## src/rtl/branch_target_predictor_if.sv

```systemverilog
// Fetch-side lookup and EX/MEM training bus of the branch target predictor.
// The pipeline is the master; the predictor is the slave.
interface branch_target_predictor_if #(
  parameter int PC_WIDTH = 32,
  parameter int PERF_W   = 32
);
  logic [PC_WIDTH-1:0] pc_if;
  logic                pred_hit;
  logic                pred_taken;
  logic [PC_WIDTH-1:0] pred_next_pc;
  logic                upd_valid;
  logic [PC_WIDTH-1:0] upd_pc;
  logic                upd_taken;
  logic [PC_WIDTH-1:0] upd_target;
  logic                upd_is_jump;
  logic                upd_mispredict;
  logic                inv_all;
  logic [PERF_W-1:0]   perf_mispred;

  modport master (
    output pc_if, upd_valid, upd_pc, upd_taken, upd_target, upd_is_jump,
           upd_mispredict, inv_all,
    input  pred_hit, pred_taken, pred_next_pc, perf_mispred
  );

  modport slave (
    input  pc_if, upd_valid, upd_pc, upd_taken, upd_target, upd_is_jump,
           upd_mispredict, inv_all,
    output pred_hit, pred_taken, pred_next_pc, perf_mispred
  );
endinterface

```

## src/rtl/branch_target_predictor.sv

```systemverilog
// Direct-mapped BTB with 2-bit saturating direction counters and a saturating
// misprediction counter. Lookup is combinational; training lands on the next edge.

module btb_entry #(
  parameter int PC_WIDTH = 32,
  parameter int TAG_W    = 26
) (
  input  logic                clk,
  input  logic                rst_n,
  input  logic                inv,
  input  logic                sel,
  input  logic [TAG_W-1:0]    upd_tag,
  input  logic                upd_taken,
  input  logic                upd_is_jump,
  input  logic [PC_WIDTH-1:0] upd_target,
  output logic                valid,
  output logic [TAG_W-1:0]    tag,
  output logic [PC_WIDTH-1:0] target,
  output logic [1:0]          ctr
);
  logic hit;
  assign hit = valid && (tag == upd_tag);

  always_ff @(posedge clk or negedge rst_n) begin
    if (!rst_n) begin
      valid  <= 1'b0;
      tag    <= '0;
      target <= '0;
      ctr    <= 2'b01;
    end else if (inv) begin
      // flush wins over any training presented in the same cycle
      valid <= 1'b0;
    end else if (sel) begin
      if (hit) begin
        if (upd_is_jump)    ctr <= 2'b11;
        else if (upd_taken) ctr <= (ctr == 2'b11) ? 2'b11 : ctr + 2'b01;
        else                ctr <= (ctr == 2'b00) ? 2'b00 : ctr - 2'b01;
        if (upd_taken) target <= upd_target;
      end else if (upd_taken) begin
        valid  <= 1'b1;
        tag    <= upd_tag;
        target <= upd_target;
        ctr    <= upd_is_jump ? 2'b11 : 2'b10;
      end
    end
  end
endmodule

module branch_target_predictor #(
  parameter int PC_WIDTH = 32,
  parameter int ENTRIES  = 16,
  parameter int PERF_W   = 32
) (
  input logic                    clk,
  input logic                    rst_n,
  branch_target_predictor_if.slave bus
);
  localparam int IDX_W = $clog2(ENTRIES);
  localparam int TAG_W = PC_WIDTH - IDX_W - 2;

  logic [ENTRIES-1:0]               valid_q;
  logic [ENTRIES-1:0][TAG_W-1:0]    tag_q;
  logic [ENTRIES-1:0][PC_WIDTH-1:0] target_q;
  logic [ENTRIES-1:0][1:0]          ctr_q;
  logic [ENTRIES-1:0]               wr_sel;

  logic [IDX_W-1:0] pc_idx, upd_idx;
  logic [TAG_W-1:0] pc_tag, upd_tag;
  logic [PERF_W-1:0] perf_q;
  logic unused_bits;

  assign pc_idx  = bus.pc_if[IDX_W+1:2];
  assign pc_tag  = bus.pc_if[PC_WIDTH-1:IDX_W+2];
  assign upd_idx = bus.upd_pc[IDX_W+1:2];
  assign upd_tag = bus.upd_pc[PC_WIDTH-1:IDX_W+2];
  assign unused_bits = ^{bus.pc_if[1:0], bus.upd_pc[1:0]};

  assign wr_sel = bus.upd_valid ? (ENTRIES'(1) << upd_idx) : '0;

  for (genvar e = 0; e < ENTRIES; e++) begin : g_ent
    btb_entry #(.PC_WIDTH(PC_WIDTH), .TAG_W(TAG_W)) u_ent (
      .clk         (clk),
      .rst_n       (rst_n),
      .inv         (bus.inv_all),
      .sel         (wr_sel[e]),
      .upd_tag     (upd_tag),
      .upd_taken   (bus.upd_taken),
      .upd_is_jump (bus.upd_is_jump),
      .upd_target  (bus.upd_target),
      .valid       (valid_q[e]),
      .tag         (tag_q[e]),
      .target      (target_q[e]),
      .ctr         (ctr_q[e])
    );
  end

  // Lookup reads registered state only: same-cycle training is not bypassed.
  always_comb begin
    bus.pred_hit     = valid_q[pc_idx] && (tag_q[pc_idx] == pc_tag);
    bus.pred_taken   = bus.pred_hit && ctr_q[pc_idx][1];
    bus.pred_next_pc = bus.pred_taken ? target_q[pc_idx] : bus.pc_if + PC_WIDTH'(4);
  end

  always_ff @(posedge clk or negedge rst_n) begin
    if (!rst_n)
      perf_q <= '0;
    else if (bus.upd_valid && bus.upd_mispredict && !(&perf_q))
      perf_q <= perf_q + PERF_W'(1);
  end
  assign bus.perf_mispred = perf_q;
endmodule

```

## src/flat_wrapper.sv

```systemverilog
// flat-port wrapper written by rule: the top's interface ports become plain ports
module branch_target_predictor_flat 
#(
  parameter int PC_WIDTH = 32,
  parameter int ENTRIES  = 16,
  parameter int PERF_W   = 32
)
  (clk, rst_n, bus_pc_if, bus_upd_valid, bus_upd_pc, bus_upd_taken, bus_upd_target, bus_upd_is_jump, bus_upd_mispredict, bus_inv_all, bus_pred_hit, bus_pred_taken, bus_pred_next_pc, bus_perf_mispred);
  branch_target_predictor_if #(.PC_WIDTH(PC_WIDTH), .PERF_W(PERF_W)) bus_i ();
  input logic clk;
  input logic rst_n;
  input wire logic [$bits(bus_i.pc_if)-1:0] bus_pc_if;
  input wire logic [$bits(bus_i.upd_valid)-1:0] bus_upd_valid;
  input wire logic [$bits(bus_i.upd_pc)-1:0] bus_upd_pc;
  input wire logic [$bits(bus_i.upd_taken)-1:0] bus_upd_taken;
  input wire logic [$bits(bus_i.upd_target)-1:0] bus_upd_target;
  input wire logic [$bits(bus_i.upd_is_jump)-1:0] bus_upd_is_jump;
  input wire logic [$bits(bus_i.upd_mispredict)-1:0] bus_upd_mispredict;
  input wire logic [$bits(bus_i.inv_all)-1:0] bus_inv_all;
  output wire logic [$bits(bus_i.pred_hit)-1:0] bus_pred_hit;
  output wire logic [$bits(bus_i.pred_taken)-1:0] bus_pred_taken;
  output wire logic [$bits(bus_i.pred_next_pc)-1:0] bus_pred_next_pc;
  output wire logic [$bits(bus_i.perf_mispred)-1:0] bus_perf_mispred;
  assign bus_i.pc_if = bus_pc_if;
  assign bus_i.upd_valid = bus_upd_valid;
  assign bus_i.upd_pc = bus_upd_pc;
  assign bus_i.upd_taken = bus_upd_taken;
  assign bus_i.upd_target = bus_upd_target;
  assign bus_i.upd_is_jump = bus_upd_is_jump;
  assign bus_i.upd_mispredict = bus_upd_mispredict;
  assign bus_i.inv_all = bus_inv_all;
  assign bus_pred_hit = bus_i.pred_hit;
  assign bus_pred_taken = bus_i.pred_taken;
  assign bus_pred_next_pc = bus_i.pred_next_pc;
  assign bus_perf_mispred = bus_i.perf_mispred;
  branch_target_predictor #(.PC_WIDTH(PC_WIDTH), .ENTRIES(ENTRIES), .PERF_W(PERF_W)) u_core (.clk(clk), .rst_n(rst_n), .bus(bus_i));
endmodule
```

## config.mk

```make
export PLATFORM = sky130hd
export DESIGN_NAME = branch_target_predictor_flat
export DESIGN_NICKNAME = d
export VERILOG_FILES = /design/src/rtl/branch_target_predictor_if.sv /design/src/rtl/branch_target_predictor.sv /design/src/flat_wrapper.sv
export SDC_FILE = /design/constraint.sdc
export NUM_CORES = 2
export LEC_CHECK = 0
export CAP_MARGIN = 20
export CORE_UTILIZATION = 55
export CTS_CLUSTER_SIZE = 14
export DETAILED_ROUTE_END_ITERATION = 8
export PLACE_DENSITY = 0.75
export SYNTH_ARGS = -nofsm -noshare
export SYNTH_HDL_FRONTEND = slang
export SYNTH_SLANG_ARGS = --single-unit
```

## constraint.sdc

```tcl
create_clock -name clk -period 6.8 [get_ports clk]
set_clock_uncertainty 0.15 [all_clocks]
set_input_delay 0.68 -clock clk [delete_from_list [all_inputs] [get_ports clk]]
set_output_delay 0.68 -clock clk [all_outputs]
set_load 0.02 [all_outputs]
```

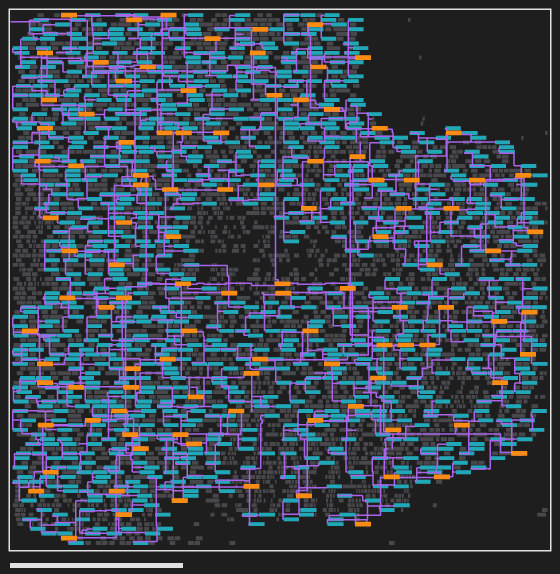
(clock distribution)
Scale bar: 100 um.
[purple] clock wires | length: 12,700 um
[cyan] flip-flops | count: 1,008
[orange] clock-net drivers | count: 106
flops lie	spread over the die
routed clock nets	107
clk ins delay skew pair: 710 ps
Clk pwr share: 37.5%
Power Clock: 6.06 mW

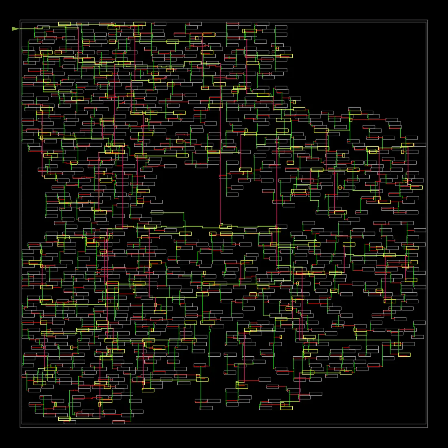
(the clock network)
num sequential: 1,008
Num CTS Buffers: 106
CLK BUF: 162
CTS Sinks: 1,008

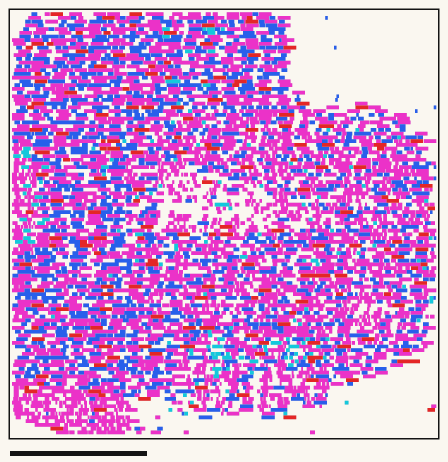
(drive-strength map)
Scale bar: 100 um.
colour	size	cells	share
blue	x2	1,268	31%
cyan	x3 and x4	146	3.6%
magenta	x1 and smaller	2,447	61%
red	x6 and larger	172	4.3%

==> flow_metrics.env <==
# physical design summary
export IMPL_path_cells="buf_8 > buf_4 > nor2b_1 > a22oi_1 > a21oi_1 > a211o_1 > or4_1 > nor4_2 > nand4_4 > buf_4 > mux2_2 > clkdlybuf4s50_1"
export IMPL_drive_gt1_share_pct=39.3
export IMPL_ys_async_sr_fraction_pct=100
export IMPL_dp_slack_ps=735
export IMPL_die_area_sq_mm=0.0972
export IMPL_hold_end="u_core.g_ent[10].u_ent.tag[13]"
export IMPL_tritoncts="yes"
export IMPL_die_y_um=312
export IMPL_finalClockPeriodUsage_pct=91.1
export IMPL_fin_worst_hold_slack_ps=335
export IMPL_ys_seq_share_pct=47.9
export IMPL_ys_area_sq_mm=0.0528
export IMPL_ff2ff_path_depth=7
export IMPL_maxCapViolations=0
export IMPL_drcViolationCount=0
export IMPL_fin_crit_ps=6190
export IMPL_yosysWarnings=0
export IMPL_grt_usage_pct=32.3
export IMPL_r2r_end="u_core.g_ent[11].u_ent.tag[4]"
export IMPL_status="finished, final reports clean"
export IMPL_clockBufferDepth=3
export IMPL_setup_violations=0
export IMPL_final_nets=4049
export IMPL_dp_cells=5098
export IMPL_htree_levels=3
export IMPL_crit_path_end_kind="output pin"
export IMPL_drt_vias_per_instance=6.45
export IMPL_max_freq_mhz=161
export IMPL_areaGrowthSynthToFinish_pct=12.5
export IMPL_synth_nets=4000
export IMPL_postLayoutCellArea_sq_mm=0.0594
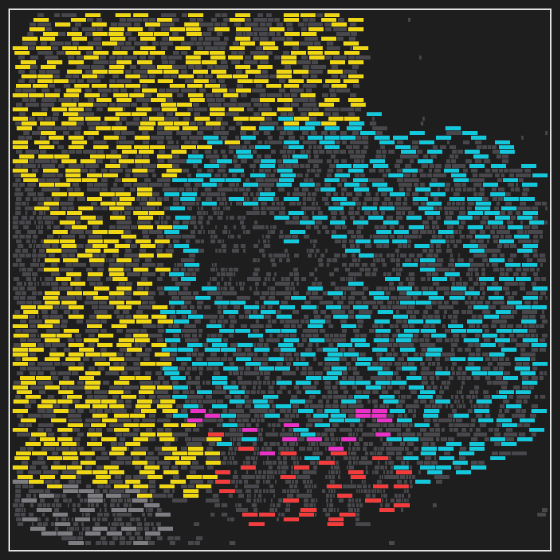
(where the registers sit)
Other sequential cells in the stronger grey, the rest of the logic in the fainter grey.
colour	netlist name	placed flops
yellow	`u_core.g_ent.u_ent.target`	512
red	`u_core.g_ent.u_ent.ctr`	32
magenta	`u_core.g_ent.u_ent.valid`	16
cyan	`u_core.g_ent.u_ent.tag`	416
not coloured	32
Flop area: 0.0252 sq mm
Util after Layout: 62.5%
sequential cell area share: 42.5%
P_seq: 7.35 mW

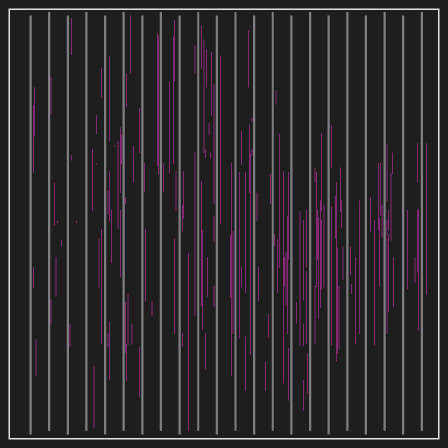
(metal 4)
Supply wires on this layer in grey.
main direction	vertical
wire length on this layer	6,690 um
longest straight run	155 um
Routed WL: 156,000 um
vias: 34,200

==> logic make-up after synthesis <==
| kind of cell | after synthesis | synth area share (%) |
|---|---|---|
| buf+inv | 374 | 2.94 |
| simple gates | 480 | 4.87 |
| fa+ha+maj | 2 | 0.0474 |
| compound gates | 227 | 3.04 |
| flops | 1008 | 47.9 |
| mux | 1300 | 32.9 |
| xor+xnor | 504 | 8.37 |
==> metal layers <==
layer,vias up,GRT usage [%],part of all wire (%)
met1,18100,45.2,42
met2,1397,49.2,46
li1,14300,-,-
met5,-,0,0.044
met4,10,13.6,4.3
met3,337,6.65,7.8
==> what timing repair did <==
item | CTS | global route
gates resized | 0 | 0
buffers inserted | 0 | 0
hold buffers | 1 | 0
endpoints found under the hold margin | 85 | 0
==> synth_stat cells, types with 10 or more instances <==
master	count	area, sq um
nand3_1	52	260
a22oi_1	25	188
mux4_2	242	5450
nand4_1	84	526
dfstp_2	16	420
and2_1	15	93.8
nor2_1	81	304
nor4_1	60	375
a211oi_1	17	128
o21ai_0	30	150
o22a_1	31	272
nor2b_1	15	93.8
and3_1	14	87.6
buf_4	13	97.6
buf_2	29	145
mux2_2	937	10600
dfrtp_1	992	24800
xor2_1	208	1820
clkbuf_1	245	920
nor3_1	25	125
mux2_4	27	405
nand2b_1	10	62.6
buf_1	45	169
inv_1	33	124
mux2i_1	94	941
a21oi_1	43	215
xnor2_1	296	2590
nand2_1	80	300
==> power by group <==
group          internal, mW  switching, mW  total (mW)
clock network          3.53           2.52        6.06
logic                  1.44           1.31        2.74
registers              6.76          0.588        7.35
==> worst max-delay path: cells and delay by family <==
| kind | cells | cell delay [ps] |
|---|---|---|
| AOI/OAI and AO/OA | 3 | 960 |
| buffers and inverters | 4 | 2270 |
| muxes | 1 | 410 |
| and+or+nand+nor | 4 | 900 |
==> flip-flops by register name (all words and copies together), names as in the netlist <==
name and cells:
u_core.g_ent.u_ent.tag 416, u_core.bus.perf_mispred 32, u_core.g_ent.u_ent.valid 16, u_core.g_ent.u_ent.ctr 32, u_core.g_ent.u_ent.target 512
==> worst max-delay path by stage <==
| stage | endpoint | depth (start not counted) | slack, ps |
|---|---|---|---|
| CTS | bus_pred_next_pc[31] | 12 | 730 |
| detailed placement | bus_pred_next_pc[31] | 12 | 730 |
| global placement | bus_pred_next_pc[31] | 12 | 770 |
| finish | bus_pred_next_pc[31] | 12 | 610 |
| global route | bus_pred_next_pc[31] | 12 | 520 |
| floorplan | bus_pred_next_pc[0] | 11 | 2190 |
==> cell usage in the layout (no fill, tap or decap), drive strengths merged, types with 17 or more instances in the layout <==
cell type      instances
clkdlybuf4s50        142
nand4                 85
a22oi                 25
nor3                  25
clkbuf               162
buf                  137
dfrtp                992
nor4                  61
o22a                  31
nand2                 80
inv                   37
a21oi                 43
mux2                 964
mux4                 242
clkinv                24
a211oi                17
nor2                  82
nand3                 52
xnor2                296
xor2                 208
o21ai                 30
mux2i                 94
==> layout make-up <==
cell class                      instances  area (sq um)
Clock buffer                          162          3300
Multi-Input combinational cell       2513         26100
Clock inverter                         35           394
Tap cell                             1265          1580
Sequential cell                      1008         25200
Antenna cell                            3          7.51
Fill cell                            7292         35600
Inverter                               34           130
Timing Repair Buffer                  281          2580
Power is estimated from default activity; no workload was simulated.
